**config.mk**
```make
export PLATFORM = sky130hd
export DESIGN_NAME = conv_output_axis_streamer
export DESIGN_NICKNAME = d
export VERILOG_FILES = /design/src/rtl/conv_output_axis_streamer.sv
export SDC_FILE = /design/constraint.sdc
export NUM_CORES = 1
export LEC_CHECK = 0
export CAP_MARGIN = 10
export CORE_MARGIN = 10
export CORE_UTILIZATION = 50
export CTS_CLUSTER_DIAMETER = 40
export CTS_CLUSTER_SIZE = 28
export DETAILED_ROUTE_END_ITERATION = 8
export GPL_ROUTABILITY_DRIVEN = 1
export PLACE_DENSITY = 0.79
export SYNTH_ARGS = -nofsm -noshare
export SYNTH_HDL_FRONTEND = slang
export SYNTH_SLANG_ARGS = --single-unit
```
**constraint.sdc**
```tcl
create_clock -name clk -period 3.4 [get_ports clk]
set_input_delay 0.34 -clock clk [delete_from_list [all_inputs] [get_ports clk]]
set_output_delay 0.34 -clock clk [all_outputs]
set_load 0.005 [all_outputs]
```
**src/rtl/conv_output_axis_streamer.sv**
```systemverilog
// Output-row drainer: BRAM port B -> rescale/saturate -> skid FIFO -> AXI4-Stream.
// Reads are credit-limited so the FIFO can absorb every in-flight word under backpressure.
module conv_output_axis_streamer #(
  parameter int ACC_W      = 32,
  parameter int DATA_W     = 16,
  parameter int ADDR_W     = 15,
  parameter int ROW_LEN    = 256,
  parameter int FRAC_SHIFT = 8,
  parameter int FIFO_DEPTH = 4
) (
  input  logic              clk,
  input  logic              Reset,
  input  logic              row_start,
  input  logic              row_last,
  output logic              busy,
  output logic              row_done,
  output logic              enb_output_BRAM,
  output logic [ADDR_W-1:0] addrb,
  input  logic [ACC_W-1:0]  doutb,
  output logic [DATA_W-1:0] m_axis_tdata,
  output logic              m_axis_tvalid,
  input  logic              m_axis_tready,
  output logic              m_axis_tlast
);

  localparam int PW = $clog2(FIFO_DEPTH);
  localparam int CW = PW + 1;
  localparam logic [ADDR_W-1:0] LAST_ADDR = ADDR_W'(ROW_LEN - 1);
  localparam logic signed [ACC_W:0] RND =
    (ACC_W+1)'((1 << FRAC_SHIFT) >> 1);
  localparam logic signed [ACC_W:0] SMAX =
    {{(ACC_W-DATA_W+2){1'b0}}, {(DATA_W-1){1'b1}}};
  localparam logic signed [ACC_W:0] SMIN =
    {{(ACC_W-DATA_W+2){1'b1}}, {(DATA_W-1){1'b0}}};

  typedef enum logic [1:0] {
    S_IDLE,
    S_READ,
    S_DRAIN,
    S_DONE
  } state_t;

  state_t            r_state;
  logic [ADDR_W-1:0] r_addr;
  logic [ADDR_W-1:0] r_pop_idx;
  logic              r_row_last;
  logic              r_busy;
  logic              r_row_done;
  logic              r_inflight;
  logic              r_infl_last;
  logic [PW-1:0]     r_wr_ptr;
  logic [PW-1:0]     r_rd_ptr;
  logic [CW-1:0]     r_count;
  logic [DATA_W-1:0] r_mem_data [FIFO_DEPTH];
  logic              r_mem_last [FIFO_DEPTH];

  logic                    w_issue;
  logic                    w_push;
  logic                    w_pop;
  logic                    w_last_pop;
  logic [CW:0]             w_credit;
  logic signed [ACC_W:0]   w_sum;
  logic signed [ACC_W:0]   w_shf;
  logic [DATA_W-1:0]       w_sat;

  // Issue a read only when FIFO space covers every word already requested.
  always_comb begin
    w_credit = {1'b0, r_count} + {{CW{1'b0}}, r_inflight};
    w_issue  = (r_state == S_READ) && (w_credit < (CW+1)'(FIFO_DEPTH));
    w_push   = r_inflight;
    w_pop    = m_axis_tvalid & m_axis_tready;
    w_last_pop = w_pop && (r_pop_idx == LAST_ADDR);
  end

  // Round half-up, arithmetic shift, then clamp to the signed output range.
  always_comb begin
    w_sum = $signed({doutb[ACC_W-1], doutb}) + RND;
    w_shf = w_sum >>> FRAC_SHIFT;
    if (w_shf > SMAX)
      w_sat = SMAX[DATA_W-1:0];
    else if (w_shf < SMIN)
      w_sat = SMIN[DATA_W-1:0];
    else
      w_sat = w_shf[DATA_W-1:0];
  end

  // Row sequencer: accept a row, walk read addresses, count pops, signal done.
  always_ff @(posedge clk or negedge Reset) begin
    if (!Reset) begin
      r_state    <= S_IDLE;
      r_addr     <= '0;
      r_pop_idx  <= '0;
      r_row_last <= 1'b0;
      r_busy     <= 1'b0;
      r_row_done <= 1'b0;
    end else begin
      r_row_done <= 1'b0;
      if (w_pop)
        r_pop_idx <= w_last_pop ? '0 : r_pop_idx + 1'b1;
      unique case (r_state)
        S_IDLE: begin
          if (row_start) begin
            r_state    <= S_READ;
            r_addr     <= '0;
            r_pop_idx  <= '0;
            r_row_last <= row_last;
            r_busy     <= 1'b1;
          end
        end
        S_READ: begin
          if (w_issue) begin
            if (r_addr == LAST_ADDR)
              r_state <= S_DRAIN;
            else
              r_addr <= r_addr + 1'b1;
          end
        end
        S_DRAIN: begin
          if (w_last_pop) begin
            r_state    <= S_DONE;
            r_busy     <= 1'b0;
            r_row_done <= 1'b1;
          end
        end
        S_DONE: begin
          r_state <= S_IDLE;
        end
        default: r_state <= S_IDLE;
      endcase
    end
  end

  // One-cycle BRAM latency tracker, tagging the row's final word.
  always_ff @(posedge clk or negedge Reset) begin
    if (!Reset) begin
      r_inflight  <= 1'b0;
      r_infl_last <= 1'b0;
    end else begin
      r_inflight  <= w_issue;
      r_infl_last <= w_issue && (r_addr == LAST_ADDR);
    end
  end

  // FIFO pointers and occupancy.
  always_ff @(posedge clk or negedge Reset) begin
    if (!Reset) begin
      r_wr_ptr <= '0;
      r_rd_ptr <= '0;
      r_count  <= '0;
    end else begin
      if (w_push)
        r_wr_ptr <= r_wr_ptr + 1'b1;
      if (w_pop)
        r_rd_ptr <= r_rd_ptr + 1'b1;
      if (w_push && !w_pop)
        r_count <= r_count + 1'b1;
      else if (!w_push && w_pop)
        r_count <= r_count - 1'b1;
    end
  end

  // FIFO storage: rescaled word plus its end-of-frame flag.
  always_ff @(posedge clk) begin
    if (w_push) begin
      r_mem_data[r_wr_ptr] <= w_sat;
      r_mem_last[r_wr_ptr] <= r_infl_last & r_row_last;
    end
  end

  assign m_axis_tvalid   = (r_count != '0);
  assign m_axis_tdata    = m_axis_tvalid ? r_mem_data[r_rd_ptr] : '0;
  assign m_axis_tlast    = m_axis_tvalid & r_mem_last[r_rd_ptr];
  assign enb_output_BRAM = w_issue;
  assign addrb           = r_addr;
  assign busy            = r_busy;
  assign row_done        = r_row_done;

endmodule

```
Figure 1. Power grid (run 1).
The bar under the picture is 50 um long. Pins as bars on the die edge.
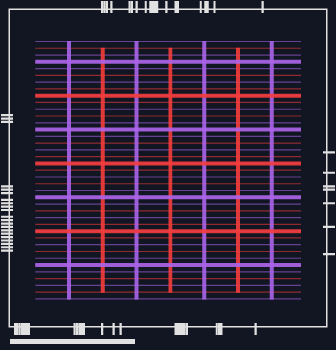
legend:
  VSS:
    colour: purple
  VDD:
    colour: red
met1 rails: 39
met4 straps: 7
signal pins: 73
met5 straps: 7

Figure 2. Cells coloured by class (run 1).
Fill, decap, tap and diode cells in grey.
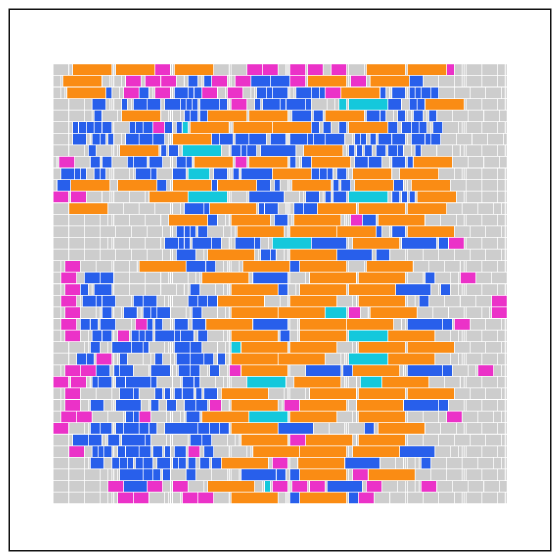
legend:
  flops:
    colour: orange
    cells: 112
    share_of_their_area: 47%
  all other logic:
    colour: blue
    cells: 335
    share_of_their_area: 38%
  clock drivers and dummy loads:
    colour: cyan
    cells: 16
    share_of_their_area: 4.3%
  other buffers and delay cells:
    colour: magenta
    cells: 75
    share_of_their_area: 11%

==> commit_impl_results.txt, run 1 <==
Log flow metrics for this revision

* Largest combinational cell category by area: simple AND/OR/NAND/NOR gates
- Chip area line of the yosys report: roughly 0.0057 sq mm
* Synthesized Nets: 516
- Grouping stages by cell kind, the critical path spends the most delay in simple AND/OR/NAND/NOR gates.
* Post-route DRC: 0
* Worst VDD drop: around 0.00033 V
- For the worst setup path, the data required time is between 3 and 4 ns.
- The clock drives about 110 sinks.
- Buffers added on ports: approximately 65
- The detail route stage leaves a number of antenna-violating nets equal to 0.
- After the first detailed-routing iteration, the DRC count stood at 305.
- 73 I/O pins were placed.
- Counting flops and latches in the post-synthesis netlist gives 112.
- In the global route stage, overall resource usage came out at 15.5%.
- Net total in the final layout: just under 600
- The script logs the mean routed wire length per placed instance as 18.5 um.
* Count of warning messages emitted by the tools: 39
- The final antenna diode tally reported by the flow is 0.
- Number of standard cells reported by yosys: ~470
* Maximum count of clock buffers along a single path: 2
* Synth Cell Area: between 0.005 and 0.006 sq mm
- The design draws roughly 4.7 mW.
- Setup repair after global routing left no endpoint under its margin.
- Entering global routing, the biggest net connects approximately 45 pins.
* Power per Cell Area: roughly 690 mW/mm^2
- The number of antenna violations at the first check in global routing came to 0.
* Slew at the pin with the worst max-slew slack: 0.967 ns
- Sum of overflow across all layers after global routing: 0
- The finished layout holds between 600 and 700 standard cells, fillers aside.
- Of the total synthesized cell area, the portion taken by AND-OR and OR-AND cells is under 10%.
- Clock-pin transition on the worst setup and hold timing paths: 0.07 ns
- Final cell area excluding filler cells: approximately 0.0068 sq mm
- The worst setup path is launched from a primary input.
- TritonCTS clock tree: done
- Number of vias per cell: between 5 and 6
- Unique cell types: approximately 63
* Insertion delay at the late pin of the worst-skew pair: between 0.3 and 0.4 ns
- The most common logic cells in the final layout are edfxtp_1 (68), clkdlybuf4s50_1 (64), dfrtp_1 (44), nor2_1 (33), and2_1 (30).
- The setup path with the least slack is of type in2reg.
- The number of global-route vias before repair came to slightly above 4,000.
- Worst slack at placement: 0.0593 ns
- Dividing the final minimum period by the clock period gives 89.9%.
- Area share, top type: approximately 36%
- Chip height: between 100 and 150 um
* Number of warnings printed during yosys synthesis: 0
- Number of buffers added for setup after CTS: 0
- Final hold violation count: 0
- The placement stage leaves a total instance area of ~0.0065 sq mm.
- Detailed routing inserted a total of about 4,000 vias.
* Root Buffer: clkbuf_16
- Mux share of post-synthesis cell area: 7.64%
- In this run, the synthesized area fraction spent on xor and xnor cells is recorded as under 10%.
* Max H-tree Level: 3
* Fraction of layout cells with a size suffix above 1: about an eighth
* Worst Slack Setup Final: about 0.34 ns
* Seq/Total Area, Yosys: between 50 and 60%
* Delay of the slowest cell on the worst path: about 0.71 ns
* Area inside the core boundary: approximately 0.011 sq mm
* Pre-Place Util: about half
- Share of async-settable or async-resettable flops after synthesis: 39.3%
* Inst Count DP: 662
- Quantity of hold-fixing buffers added after cts: 0
* Simple-Gate Area Share: between 10% and 20%
* Iteration tally of the first detailed-router pass: 5
* Type of the most critical hold path: in2async
* Post-Synthesis Cells: about 470
* FMAX: 327 MHz
* WP buf/inv: 1
* Cells taking the most area after synthesis: edfxtp_1 (36%), dfrtp_1 (19%), mux4_2 (6.7%)
- Pleak: around 2.5 nW
* Critical Path AT: ~3.1 ns
- Checking max transition, the worst relative margin is 35.5%.
- The biggest area contributor in the post-synthesis netlist is edfxtp_1.
- Inserted Clock Buffers: 9
- The average instance in the mapped netlist occupies ~12 sq um.
- STA lists the maximum fanout along the critical path as 8.
* Run status: complete, no violations
- Yosys mapped a number of flops with a built-in enable equal to 68.
- Total Negative Setup Slacks: 0 ns
- First-pass GRT wire length: around 20,000 um
- In this run the layout overhead on the synthesized area is reported as 19.3%.
- For this block, the routed nets add up to ~13,000 um of wire.
* Area fraction in full adders, half adders and majority gates: under 10%
- The worst path needs 3.06 ns of the cycle, external delays included.
- Clock Skew: 0.00598 ns
* Cell breakdown of the critical path: clkdlybuf4s50_1 > nand4_2 > or4_1 > o21a_1 > o221ai_2 > nand2_2 > a31oi_1
- The final max-slew violation count recorded for this run is 0.
* Die width: 127 um
* Library cell contributing the largest single delay on the critical path: or4_1
- After floorplanning, the die was sized to cover around 0.016 sq mm.
- Most numerous logic cell after layout: edfxtp_1
- After legalization and detailed placement, the total HPWL measured a little under 9000 um.
* Maximum Capacitance Violations: 0
* Type of element capturing the critical path: flop
* Setup violations, final: 0
* Final weighted congestion in routability-driven placement: 0.829
- Row Count: 38
* Synth Flop Type: edfxtp_1
* Post-CTS Resized: 0
Figure 3. Routed clock nets over the placement (run 1).
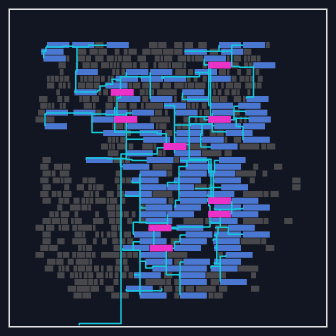
legend:
  clock wires:
    colour: cyan
    length: 1,090 um
  cells driving clock nets:
    colour: magenta
    count: 9
  flip-flops:
    colour: blue
    count: 112
routed clock nets: 10

run 1: cell families after synthesis:
family,Yosys count
XOR/XNOR,43
flip-flops,112
buffers and inverters,38
adder cells (fa/ha/maj),13
AND-OR/OR-AND,64
AND/OR/NAND/NOR,174
multiplexers,22
run 1: state kept, by name, indices dropped and copies added, names as in the netlist:
signal       count
r_mem_data      64
addrb           15
r_pop_idx       15
r_mem_last       4
r_count          3
r_rd_ptr         2
r_state          2
r_wr_ptr         2
busy             1
r_infl_last      1
r_inflight       1
r_row_last       1
row_done         1
run 1: per-stage QoR:
stage / util (%) / hold slack (ns)
2_1_floorplan: - / 0.0444
5_1_grt: 61.8 / 0.226
3_3_place_gp: 59.2 / 0.482
6_report: 61.8 / 0.154
4_1_cts: 61.8 / 0.184
3_5_place_dp: 59.2 / 0.493
run 1: final timing paths:
kind	startpoint	endpoint	slack, ns	cells after the start
min in group clk	r_row_last	r_row_last	0.52	1
worst max register to register	r_inflight	addrb[10]	0.77	6
worst max-delay path	doutb[15]	r_mem_data[1][14]	0.34	7
worst min register to register	r_row_last	r_row_last	0.52	1
max in group asynchronous	Reset	addrb[4]	2.65	1
worst min-delay path	Reset	r_pop_idx[11]	0.15	1
run 1: cells in the mapped netlist, types with 3 or more instances:
cell        n
edfxtp_1   68
mux4_2     17
ha_1       12
mux2_2      3
nor3_1     15
nor2_1     33
nand3_1    19
nor4_1      5
a31oi_1    12
and3_1      6
nor3b_1     3
o21ai_0    11
inv_1      18
a2111oi_0   5
xnor2_1    25
and3_2      3
a21oi_1     9
o22ai_1     3
clkbuf_1   16
and2_1     30
xor2_1     18
dfrtp_1    44
nand2_1    27
nand4_1    11
or3_1       7
run 1: metal layers:
layer / wire [um] / global-route usage [%]
met5: 0 / 0
met4: 222 / 6.36
met3: 466 / 2.92
met2: 6680 / 27.7
met1: 5190 / 17.8
run 1: layout make-up:
cell class	count	area (sq um)
clock inverter	3	15.0
tap	140	175
sequential	112	3140
multi-input combinational	316	2420
inverter	19	73.8
fill	841	4220
clock buffer	13	270
timing repair buffer	75	721
run 1: power by group:
part | internal [mW] | switching, mW | total, mW
logic | 0.906 | 0.741 | 1.65
clock network | 0.554 | 0.434 | 0.989
registers | 1.80 | 0.233 | 2.04
total | 3.26 | 1.41 | 4.67
Figure 4. Metal layers overlaid (run 1).
The bar under the picture is 50 um long. Only two layers are drawn.
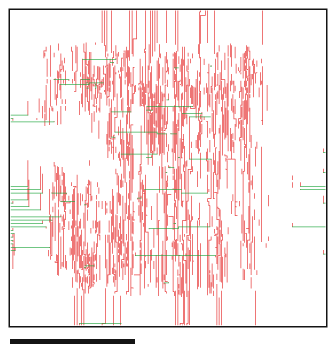

==> inputs of run 2 (changes only) <==
--- a/config.mk
+++ b/config.mk
@@ -6,12 +6,14 @@
 export NUM_CORES = 1
 export LEC_CHECK = 0
 export CAP_MARGIN = 10
+export CORE_ASPECT_RATIO = 0.7
 export CORE_MARGIN = 10
 export CORE_UTILIZATION = 50
 export CTS_CLUSTER_DIAMETER = 40
 export CTS_CLUSTER_SIZE = 28
 export DETAILED_ROUTE_END_ITERATION = 8
 export GPL_ROUTABILITY_DRIVEN = 1
+export HOLD_SLACK_MARGIN = 0.15
 export PLACE_DENSITY = 0.79
 export SYNTH_ARGS = -nofsm -noshare
 export SYNTH_HDL_FRONTEND = slang
==> constraint.sdc (replaced) <==
create_clock -name clk -period 3.4 [get_ports clk]
set_input_delay 0.68 -clock clk [delete_from_list [all_inputs] [get_ports clk]]
set_output_delay 0.68 -clock clk [all_outputs]
set_load 0.005 [all_outputs]
Figure 5. Metal layers overlaid (run 2).
The bar under the picture is 50 um long. Only two layers are drawn.
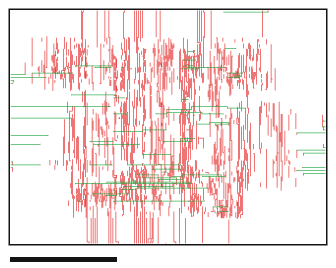
legend:
  met2:
    colour: red
    wire_length: 6,170 um
  met3:
    colour: green
    wire_length: 922 um

==> run 2 against run 1 <==
  * First-iteration DRC count grew 26%
  * Flip-flop count stayed put
  * Setup slack lost 0.24 ns
  * Combinational power rose by 4%
  * Die size grew 0.42%
  * Sequential share of layout area decreased by 1.2 points
  * Fmax shrank 7.2%
  * Area after synthesis unchanged
  * Critical path depth rose by 3
  * Cell area grew 2.6%
==> commit_impl_results.txt, run 2 <==
Log flow metrics for this revision

- On the critical path the data arrives at around 3.4 ns.
* Maximum Capacitance Violations: 0
- Per the finish-stage timing summary, setup violations number 0.
* Sum of overflow across all layers after global routing: 0
- Count of warning messages emitted by the tools: 39
* Total global routing track utilization: ~16%
- The worst setup path is of the in2reg kind.
- Top Family by Delay on Critical Path: simple AND/OR/NAND/NOR gates
* Iteration tally of the first detailed-router pass: 5
- Most instantiated logic cells after routing: edfxtp_1 (68), clkdlybuf4s50_1 (64), dfrtp_1 (44), nor2_1 (33), buf_4 (33)
- Looking at the reg2reg group, the worst path starts from r_inflight.
* Chip height: 109 um
- Buffers inserted to repair hold after CTS numbered 0.
- The largest total area in the synthesized netlist belongs to edfxtp_1.
* I/O Pins: about 73
- Layout-stage area growth over the synthesis result: 22.4%
* Synth Cell Area: between 0.005 and 0.006 sq mm
- Row Count: 32
* Sort of element at the start of the critical path: primary input
- The cell sequence reported for the critical path is clkdlybuf4s50_1 > buf_4 > ha_1 > nand4_1 > nor4_1 > xnor2_1 > nor4b_2 > a21oi_2 > buf_4 > a31oi_1.
- Counting pins that exceed their max-slew limit in the final report gives 0.
- Per the layout report, the design carries 862 filler cells.
* Inst Count DP: approximately 700
- DRT Wirelength: roughly 13,000 um
- The flow ran to the end, and the final reports show no timing, DRC or antenna violations.
- Synth top cell by count: edfxtp_1
- Per the skew report, the later register of the worst-skew pair sees a clock latency of roughly 0.34 ns.
- Max Fanout on Critical Path: 10
- Dividing the synthesized area by the synthesized cell count gives ~12 sq um.
- Slew at the pin with the worst max-slew slack: 0.980 ns
* EDFF count, synth: roughly 70
- First-pass GRT wire length: about 21,000 um
* Final weighted congestion in routability-driven placement: 0.924
* Worst VDD drop: around 0.00037 V
- Launch point of the critical path: doutb[7]
- For this design the static power due to leakage is roughly 2.6 nW.
- Per the log, the first TritonRoute iteration ended with a DRC count of roughly 380.
* Chip area line of the yosys report: 0.00571 sq mm
* Area inside the core boundary: approximately 0.011 sq mm
- TritonCTS built the clock tree.
- The flow reports an fmax of ~300 MHz.
- By count the netlist is led by edfxtp_1 (68), dfrtp_1 (44), nor2_1 (33), and2_1 (30), nand2_1 (27).
- Number of buffers added for setup after CTS: 0
- Counting the buffers created by CTS gives 9.
* Synthesized Nets: slightly above 500
- Post-CTS Resized: 0
* Power per Cell Area: between 600 and 700 mW/mm^2
* Area enclosed by the die boundary: ~0.016 sq mm
* Top register by number of flip-flops: r_mem_data
* Post-route worst hold slack: 0.478 ns
* Footprint of the multi-input gates: 0.00242 sq mm
* Time the final worst path needs with I/O delays and setup: approximately 3.3 ns
- Max H-tree Level: 3
- Per the post-run analysis, buffers plus inverters along the critical path come to 3.
- Die width: approximately 150 um
- The finished layout holds ~710 standard cells, fillers aside.
- For the worst flop-to-flop path, the logic depth is 7.
* Number of antenna-violating nets in the routed design: 0
- For this design, the slowest cell found on the critical path is clkdlybuf4s50_1.
- Post-Synthesis Cells: approximately 470
* Area share, top type: 35.7%
* Net total in the final layout: about 610
* Seq/Total Area, Yosys: 55.0%
- Number of global-route vias before repair: around 4,000
* Sink Count: approximately 110
[run 2: cell counts after synthesis]
No cell type changed its count.
[run 2: cells by family (layout without fill, tap and decap cells)]
family / count (synthesis) / after routing / synth area share, %
AND-OR/OR-AND: 64 / 64 / 8.45
XOR/XNOR: 43 / 43 / 6.59
adder cells (fa/ha/maj): 13 / 13 / 2.98
buffers and inverters: 38 / 133 / 2.69
flip-flops: 112 / 112 / 55.0
multiplexers: 22 / 22 / 7.64
AND/OR/NAND/NOR: 174 / 174 / 16.6
[run 2: per-layer routing]
| layer | track usage, % | share of wire, % | vias to the layer above |
|---|---|---|---|
| met2 | 26.3 | 47 | 130 |
| met1 | 22.2 | 45 | 2013 |
| met3 | 4.35 | 7.0 | 13 |
| li1 | - | - | 1917 |
| met5 | 0 | 0 | - |
| met4 | 4.23 | 1.0 | 0 |
[run 2: metrics by stage]
stage	total power [mW]	cell area (sq um)
3_5_place_dp	3.75	6720
5_1_grt	4.96	6990
3_3_place_gp	3.67	6720
2_1_floorplan	2.91	5710
4_1_cts	4.72	6990
6_report	4.67	6990
[run 2: worst min-delay path by stage]
stage,to,from,depth (start not counted)
2_1_floorplan,addrb[0],Reset,0
3_3_place_gp,r_row_last,r_row_last,1
3_5_place_dp,r_row_last,r_row_last,1
4_1_cts,r_row_last,r_row_last,1
5_1_grt,r_row_last,r_row_last,1
6_report,r_pop_idx[7],Reset,1
[run 2: area by class of cell]
type / count / area share [%]
Clock buffer: 10 / 3.28
Clock inverter: 6 / 0.626
Inverter: 19 / 1.06
Multi-Input combinational cell: 316 / 34.6
Sequential cell: 112 / 45.0
Tap cell: 153 / 2.74
Timing Repair Buffer: 98 / 12.8
[run 2: power breakdown]
part	switching, mW	total (mW)	internal [mW]
clock	0.464	0.964	0.499
sequential	0.181	1.98	1.80
combinational	0.794	1.72	0.924
No activity file was given, so power comes from the tool's default toggle rates.
